===== src/rtl/ysyx_24100027_mdu_pkg.sv =====
// ysyx_24100027_mdu_pkg
// Shared constants, the RV32M funct3 encodings, the sequencer state
// encoding and small op-decode helpers for the multiply/divide sequencer.
package ysyx_24100027_mdu_pkg;

  localparam int XLEN  = 32;
  localparam int CNT_W = 6;

  // funct3 encodings of the M extension
  localparam logic [2:0] MDU_MUL    = 3'b000;
  localparam logic [2:0] MDU_MULH   = 3'b001;
  localparam logic [2:0] MDU_MULHSU = 3'b010;
  localparam logic [2:0] MDU_MULHU  = 3'b011;
  localparam logic [2:0] MDU_DIV    = 3'b100;
  localparam logic [2:0] MDU_DIVU   = 3'b101;
  localparam logic [2:0] MDU_REM    = 3'b110;
  localparam logic [2:0] MDU_REMU   = 3'b111;

  typedef enum logic [2:0] {
    ST_IDLE = 3'd0,
    ST_PREP = 3'd1,
    ST_CALC = 3'd2,
    ST_FIX  = 3'd3,
    ST_DONE = 3'd4
  } mdu_state_e;

  function automatic logic op_is_div(input logic [2:0] op);
    return op[2];
  endfunction

  function automatic logic op_is_rem(input logic [2:0] op);
    return op[2] & op[1];
  endfunction

  // MULH, MULHSU, MULHU return the upper half of the product
  function automatic logic op_sel_high(input logic [2:0] op);
    return !op[2] && (op[1:0] != 2'b00);
  endfunction

  function automatic logic op_src1_signed(input logic [2:0] op);
    return (op == MDU_MUL) || (op == MDU_MULH) || (op == MDU_MULHSU) ||
           (op == MDU_DIV) || (op == MDU_REM);
  endfunction

  function automatic logic op_src2_signed(input logic [2:0] op);
    return (op == MDU_MUL) || (op == MDU_MULH) ||
           (op == MDU_DIV) || (op == MDU_REM);
  endfunction

endpackage


===== src/rtl/ysyx_24100027_mdu_iter.sv =====
// ysyx_24100027_mdu_iter
// One combinational iteration of the shared multiply/divide datapath.
//   is_div_i  : 1 = restoring-divide step, 0 = shift-add multiply step
//   acc_i     : 64-bit accumulator. Multiply: {partial product, multiplier}.
//               Divide: {partial remainder, dividend/quotient}.
//   operand_i : multiplicand magnitude (multiply) or divisor magnitude (divide)
//   acc_o     : accumulator after this iteration
module ysyx_24100027_mdu_iter
  import ysyx_24100027_mdu_pkg::*;
(
  input  logic                is_div_i,
  input  logic [2*XLEN-1:0]   acc_i,
  input  logic [XLEN-1:0]     operand_i,
  output logic [2*XLEN-1:0]   acc_o
);

  logic [XLEN:0]   add_sum;
  logic [XLEN:0]   sub_rem;
  logic [XLEN:0]   sub_diff;
  logic [XLEN-1:0] shl_quot;

  always_comb begin
    acc_o    = '0;
    // multiply: conditional add into the high half, keeping the carry so the
    // right shift brings it back into bit 63
    add_sum  = {1'b0, acc_i[2*XLEN-1:XLEN]} + (acc_i[0] ? {1'b0, operand_i} : '0);
    // divide: {rem,quot} shifted left by one; the shifted remainder needs
    // XLEN+1 bits and the trial subtraction's bit XLEN is the borrow
    sub_rem  = acc_i[2*XLEN-1:XLEN-1];
    shl_quot = {acc_i[XLEN-2:0], 1'b0};
    sub_diff = sub_rem - {1'b0, operand_i};
    if (is_div_i) begin
      if (!sub_diff[XLEN]) begin
        acc_o = {sub_diff[XLEN-1:0], shl_quot[XLEN-1:1], 1'b1};
      end else begin
        acc_o = {sub_rem[XLEN-1:0], shl_quot};
      end
    end else begin
      acc_o = {add_sum, acc_i[XLEN-1:1]};
    end
  end

endmodule


===== src/rtl/ysyx_24100027_mdu_seq.sv =====
// ysyx_24100027_mdu_seq
// Multi-cycle RV32M multiply/divide sequencer. One op is accepted, its
// operand magnitudes are run through XLEN shift-add / shift-subtract
// iterations, the sign is fixed up and the result is held until taken.
//
// Ports:
//   clock, reset  : rising-edge clock, synchronous active-high reset
//   in_valid/in_ready, op, src1, src2 : request channel
//   flush         : cancel any op in flight (next state IDLE)
//   out_valid/out_ready, result       : response channel
//   busy          : sequencer not idle
//   dbg_state_o   : current FSM state (mdu_state_e encoding)
//
// Handshakes: a transfer happens on a rising edge where valid and ready are
// both high. in_ready is high only in IDLE (and a request is refused while
// flush is high); out_valid is high only in DONE and result is stable for as
// long as out_valid is high. Neither ready depends combinationally on the
// matching valid.
//
// Optional build macro: YSYX_24100027_MDU_FAST_PATH_EN -- divide-by-zero,
// signed overflow and multiply-by-zero skip CALC/FIX and go PREP -> DONE.
module ysyx_24100027_mdu_seq
  import ysyx_24100027_mdu_pkg::*;
(
  input  logic            clock,
  input  logic            reset,
  input  logic            in_valid,
  output logic            in_ready,
  input  logic [2:0]      op,
  input  logic [XLEN-1:0] src1,
  input  logic [XLEN-1:0] src2,
  input  logic            flush,
  output logic            out_valid,
  input  logic            out_ready,
  output logic [XLEN-1:0] result,
  output logic            busy,
  output logic [2:0]      dbg_state_o
);

  localparam logic [XLEN-1:0] INT_MIN = {1'b1, {(XLEN-1){1'b0}}};

  mdu_state_e        state_q, state_d;
  logic [2:0]        op_q, op_d;
  logic [XLEN-1:0]   a_q, a_d;
  logic [XLEN-1:0]   b_q, b_d;
  logic [2*XLEN-1:0] acc_q, acc_d;
  logic [XLEN-1:0]   opnd_q, opnd_d;
  logic [CNT_W-1:0]  cnt_q, cnt_d;
  logic              neg_q, neg_d;
  logic              special_q, special_d;
  logic [XLEN-1:0]   result_q, result_d;

  // operand decode, valid whenever a_q/b_q/op_q hold a latched op
  logic              s1, s2;
  logic [XLEN-1:0]   mag1, mag2;
  logic              div_zero, sgn_ovf, mul_zero, special;
  logic [XLEN-1:0]   special_res;
  logic [2*XLEN-1:0] iter_acc;
  logic [2*XLEN-1:0] prod_fix;
  logic [XLEN-1:0]   quot_fix, rem_fix, calc_res;

  ysyx_24100027_mdu_iter u_iter (
    .is_div_i  (op_is_div(op_q)),
    .acc_i     (acc_q),
    .operand_i (opnd_q),
    .acc_o     (iter_acc)
  );

  always_comb begin
    s1   = op_src1_signed(op_q) & a_q[XLEN-1];
    s2   = op_src2_signed(op_q) & b_q[XLEN-1];
    mag1 = s1 ? -a_q : a_q;
    mag2 = s2 ? -b_q : b_q;

    div_zero = op_is_div(op_q) && (b_q == '0);
    sgn_ovf  = ((op_q == MDU_DIV) || (op_q == MDU_REM)) &&
               (a_q == INT_MIN) && (b_q == '1);
    mul_zero = !op_is_div(op_q) && ((a_q == '0) || (b_q == '0));
    special  = div_zero || sgn_ovf || mul_zero;

    // fixed architectural results; multiply-by-zero is simply 0
    special_res = '0;
    if (div_zero) begin
      special_res = op_is_rem(op_q) ? a_q : '1;
    end else if (sgn_ovf) begin
      special_res = op_is_rem(op_q) ? '0 : INT_MIN;
    end

    // acc_q holds the unsigned 64-bit product or {rem, quot}
    prod_fix = neg_q ? -acc_q : acc_q;
    quot_fix = neg_q ? -acc_q[XLEN-1:0] : acc_q[XLEN-1:0];
    rem_fix  = neg_q ? -acc_q[2*XLEN-1:XLEN] : acc_q[2*XLEN-1:XLEN];
    if (op_is_div(op_q)) begin
      calc_res = op_is_rem(op_q) ? rem_fix : quot_fix;
    end else begin
      calc_res = op_sel_high(op_q) ? prod_fix[2*XLEN-1:XLEN] : prod_fix[XLEN-1:0];
    end
  end

  always_comb begin
    state_d   = state_q;
    op_d      = op_q;
    a_d       = a_q;
    b_d       = b_q;
    acc_d     = acc_q;
    opnd_d    = opnd_q;
    cnt_d     = cnt_q;
    neg_d     = neg_q;
    special_d = special_q;
    result_d  = result_q;

    case (state_q)
      ST_IDLE: begin
        if (in_valid && !flush) begin
          state_d = ST_PREP;
          op_d    = op;
          a_d     = src1;
          b_d     = src2;
        end
      end
      ST_PREP: begin
        acc_d     = {{XLEN{1'b0}}, mag1};
        opnd_d    = mag2;
        cnt_d     = '0;
        // remainder follows the dividend; for MULHSU s2 is always 0 so
        // s1^s2 reduces to s1
        neg_d     = op_is_rem(op_q) ? s1 : (s1 ^ s2);
        special_d = special;
`ifdef YSYX_24100027_MDU_FAST_PATH_EN
        if (special) begin
          result_d = special_res;
          state_d  = ST_DONE;
        end else begin
          state_d  = ST_CALC;
        end
`else
        state_d   = ST_CALC;
`endif
      end
      ST_CALC: begin
        acc_d = iter_acc;
        cnt_d = cnt_q + 1'b1;
        if (cnt_q == CNT_W'(XLEN - 1)) begin
          state_d = ST_FIX;
        end
      end
      ST_FIX: begin
        result_d = special_q ? special_res : calc_res;
        state_d  = ST_DONE;
      end
      ST_DONE: begin
        if (out_ready) begin
          state_d = ST_IDLE;
        end
      end
      default: state_d = ST_IDLE;
    endcase

    // a cancelled op never touches the visible result
    if (flush) begin
      state_d  = ST_IDLE;
      result_d = result_q;
    end
  end

  always_ff @(posedge clock) begin
    if (reset) begin
      state_q   <= ST_IDLE;
      op_q      <= '0;
      a_q       <= '0;
      b_q       <= '0;
      acc_q     <= '0;
      opnd_q    <= '0;
      cnt_q     <= '0;
      neg_q     <= 1'b0;
      special_q <= 1'b0;
      result_q  <= '0;
    end else begin
      state_q   <= state_d;
      op_q      <= op_d;
      a_q       <= a_d;
      b_q       <= b_d;
      acc_q     <= acc_d;
      opnd_q    <= opnd_d;
      cnt_q     <= cnt_d;
      neg_q     <= neg_d;
      special_q <= special_d;
      result_q  <= result_d;
    end
  end

  assign in_ready    = (state_q == ST_IDLE);
  assign busy        = (state_q != ST_IDLE);
  assign out_valid   = (state_q == ST_DONE);
  assign result      = result_q;
  assign dbg_state_o = state_q;

endmodule

===== config.mk =====
export PLATFORM = sky130hd
export DESIGN_NAME = ysyx_24100027_mdu_seq
export DESIGN_NICKNAME = d
export VERILOG_FILES = /design/src/rtl/ysyx_24100027_mdu_pkg.sv /design/src/rtl/ysyx_24100027_mdu_iter.sv /design/src/rtl/ysyx_24100027_mdu_seq.sv
export SDC_FILE = /design/constraint.sdc
export NUM_CORES = 1
export LEC_CHECK = 0
export ABC_CLOCK_PERIOD_IN_PS = 6500
export CORE_MARGIN = 3
export CORE_UTILIZATION = 57
export CTS_CLUSTER_DIAMETER = 150
export DETAILED_ROUTE_END_ITERATION = 8
export PLACE_DENSITY = 0.82
export SLEW_MARGIN = 20
export SYNTH_ARGS = -nofsm -noshare
export SYNTH_HDL_FRONTEND = slang
export SYNTH_SLANG_ARGS = --single-unit

===== constraint.sdc =====
create_clock -name clock -period 6.5 [get_ports clock]
set_input_delay 0.65 -clock clock [delete_from_list [all_inputs] [get_ports clock]]
set_output_delay 0.65 -clock clock [all_outputs]
set_load 0.01 [all_outputs]

met3.png
(2 px per um)
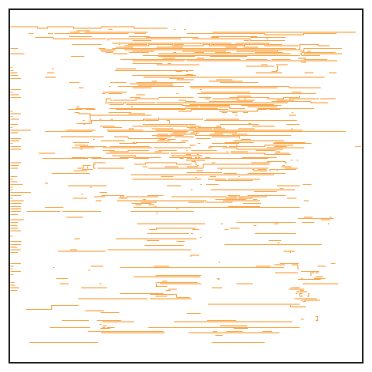
The longest straight run is 91.5 um. 353 nets have wire on it.

met2.png
(1.5 px per um)
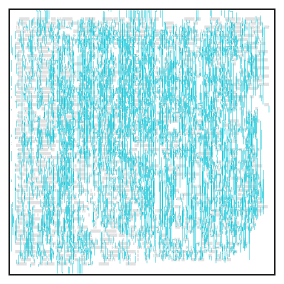
The layer holds 42% of the routed length. The layer carries 24.2 mm of wire. The wires run mostly vertical. The longest straight run is 58.4 um. 1952 nets have wire on it.

final_placement.png
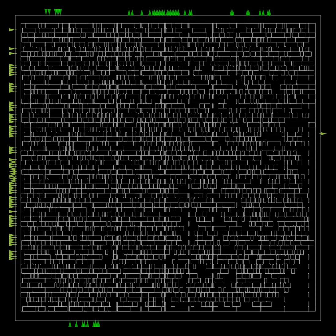
number of core rows: 61
share of the core filled with cells: 0.653
non-filler instance count after layout: 2639
Flop Count: 206
fraction of area in registers: 0.225

met4.png
(2 px per um) Supply wires on this layer in grey.
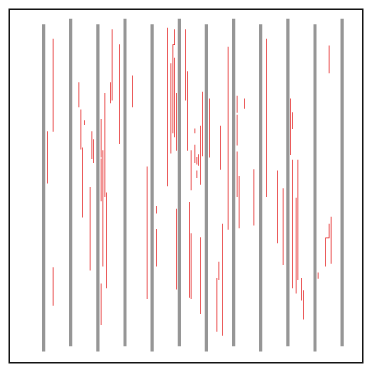
The layer holds 3.5% of the routed length. 59 nets have wire on it.

met1.png
(2 px per um) Supply wires on this layer in grey.
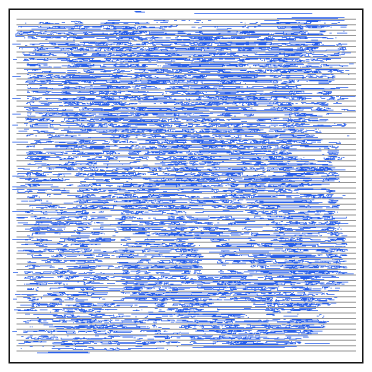
The longest straight run is 58.9 um. The layer carries 24.4 mm of wire. 2232 nets have wire on it. The layer holds 42% of the routed length.

[flip-flops by register name (all words and copies together) (netlist names)]
| name | cells |
|---|---|
| op_q | 3 |
| neg_q | 1 |
| special_q | 1 |
| opnd_q | 32 |
| result | 32 |
| b_q | 32 |
| dbg_state_o | 3 |
| a_q | 32 |
| cnt_q | 6 |
| acc_q | 64 |
[cell usage in the layout (no fill, tap or decap), drive strengths merged, types with 12 or more instances in the layout]
master,Yosys,layout
or2,12,12
nor3,38,38
a221oi,12,12
nand3,41,41
o21ai,134,134
dfxtp,206,206
or3,30,30
buf,22,21
o31ai,35,35
and3,17,17
nand2,299,299
inv,74,74
xnor2,92,92
o21a,13,13
o221ai,19,19
nand2b,26,26
a31oi,12,12
a21oi,222,222
a21o,29,29
clkbuf,143,30
ha,70,70
xor2,84,84
clkdlybuf4s50,0,108
nor2b,14,14
or4,15,15
and2,14,14
o41ai,21,21
nand4,21,21
mux2i,56,56
nor2,216,216
o22ai,16,16
a211oi,98,98
a311oi,13,13
o211ai,12,12
nor4,24,24
[worst min path at each step]
stage | start | slack, ns | cells past startpoint | to
after floorplan | opnd_q[31] | 0.43 | 2 | opnd_q[31]
after global placement | result[16] | 0.44 | 2 | result[16]
after detailed placement | result[10] | 0.45 | 2 | result[10]
after CTS | result[10] | 0.45 | 2 | result[10]
after global routing | result[20] | 0.47 | 2 | result[20]
final | result[10] | 0.45 | 2 | result[10]
[worst register-to-register path, cell delays in order, from the launching register on]
cell,delay [ns]
dfxtp_1,0.52
inv_1,0.18
fa_1,0.48
nand2b_1,0.19
a21oi_1,0.25
o2111ai_1,0.27
a311oi_1,0.49
o21ai_0,0.16
o211ai_1,0.38
buf_4,0.59
o211ai_1,0.23
a311oi_1,0.36
nor3_1,0.09
[synth_stat cells, types with 56 or more instances]
cell,number
nor2_1,216
xor2_1,84
clkbuf_1,143
dfxtp_1,206
ha_1,70
xnor2_1,92
a211oi_1,98
o21ai_0,126
a21oi_1,222
mux2i_1,56
nand2_1,299
inv_1,74
[metal layers]
metal	up-vias	wire length, um	part of all wire
met1	8180	24400	0.42
met3	148	7130	0.12
met4	0	2010	0.035
li1	8136	-	-
met5	-	0	0
met2	992	24200	0.42
[stage by stage]
stage	hold slack, ns	worst slack, ns
detailed placement	0.446	2.30
floorplan	0.432	3.30
CTS	0.454	2.30
global placement	0.444	2.33
finish	0.452	2.18
global route	0.473	1.96
[cell type report]
class | instances | area [sq um]
inverters | 74 | 278
clock buffers | 30 | 643
diodes | 1 | 2.50
flip-flops and latches | 206 | 4130
clock inverters | 12 | 169
well taps | 378 | 473
fillers | 2461 | 9780
multi-input cells | 1809 | 11400
repair buffers | 129 | 1240
[power groups by stage]
stage	registers (mW)	logic, mW	clock network (mW)
finish	1.38	0.830	1.40
global route	1.38	0.891	1.46
CTS	1.37	0.806	1.41
detailed placement	1.40	0.802	0
global placement	1.40	0.795	0
floorplan	1.37	0.591	0
==> run notes <==
On the backend side, the flow ran end to end.

For this run, the leading register cell type out of synthesis is dfxtp_1. The root buffer cell chosen for the clock tree is clkbuf_16. The x dimension of the die stands at 176 um.

Wires add up to 57700 um. Looking at the clock tree report, the H-tree level count equals 1. Once iteration 0 of detailed routing completed, the report listed ~2200 DRC markers. The fraction of layout instances using a drive strength above 1 stands at 0.0478. The clock-pin transition on the worst setup and hold timing paths stands at ~0.06 ns. Among the non-sequential cells, AND-OR/OR-AND gates take the most area.

TritonCTS reports the number of clock sinks as 206. The skew report gives the latency at the later pin of the worst-skew pair as 0.55 ns. The cell area after synthesis stands at 0.0165 sq mm. The async set-or-reset flop fraction in the synthesized netlist stands at 0.

The number of remaining DRC errors stands at 0. The script computed the net switching share of total power as 0.324. The clock passes through at most 3 buffers.

The area of the die stands at between 0.03 and 0.04 sq mm. Looking at the post-CTS report, the setup buffer insertion count equals 0. Yosys printed 0 warnings.

The clock buffer count from CTS stands at 24. The cell count listed in synth_stat.txt stands at 2254. Total global-route track usage over all layers is 0.356. The number of nets produced by synthesis stands at between 2000 and 2500. The critical path ends at acc_q[63]. The number of buffers added on ports stands at ~110. The switching component of the power was reported as between 1 and 1.5 mW. The global placement routability congestion stands at 1.01. After detailed routing, the average wire length per cell comes to roughly 22 um. The number of warnings reported in the stage logs is 27. In this run, the synthesized area fraction spent on adder and majority cells is recorded as 0.0556. Per the GRT log, the top usage layer is met2. After synthesis, the netlist uses 80 different library cells.

The time the final worst path needs with I/O delays and setup stands at 4.32 ns. Setup repair after global routing left no endpoint under its margin. Yosys reports the multiplexer fraction of the synthesized area as 0.0361. The number of violations of the max-capacitance limit stands at 0. The instance count on the critical path stands at 12.

Including well taps, the total number of placed cells is approximately 2600. On the worst path, the slowest cell contributes a delay of 0.59 ns. In this run the critical path is formed by inv_1 > fa_1 > nand2b_1 > a21oi_1 > o2111ai_1 > a311oi_1 > o21ai_0 > o211ai_1 > buf_4 > o211ai_1 > a311oi_1 > nor3_1. The worst-case max-slew headroom was logged as 0.266. The met2 track demand over resource stands at 0.531.

Per the synthesis report, the simple-gate share of the synthesized area is 0.223. For this configuration, the core starts out at a cell density of 0.585. The critical path maximum fanout is 40. For flop-to-flop paths, the worst setup slack is 2.18 ns. After technology mapping, the gate count stands at 2254. Averaged over all synthesized cells, the footprint is 7.31 sq um. In the log, the iteration count for the first detailed-route pass is 8.

The share of total power dissipated in the clock network is 0.389. The flow ran to the end, and the final reports show no timing, DRC or antenna violations. For this block, the via count after detailed routing is about 17000.

Post-CTS repair changed the size of 0 cells. The and-or/or-and share of the synthesized area stands at 0.286. The XOR/XNOR share of the synthesized area stands at 0.0936. For this design the top-level I/O count stands at 110. The synthesis-to-layout area growth stands at 11.6%. TritonCTS built the clock tree. Data on the critical path is required at its endpoint by a little under 7 ns.

The largest total area in the synthesized netlist belongs to dfxtp_1. Setup total negative slack on the finished layout was measured at 0 ns. Per the synth log, the flip-flop and latch total comes to 206. The chip area line in the Yosys stat output reads 0.0165 sq mm. The initial antenna violation count stands at 1.
No activity file was given, so power comes from the tool's default toggle rates.
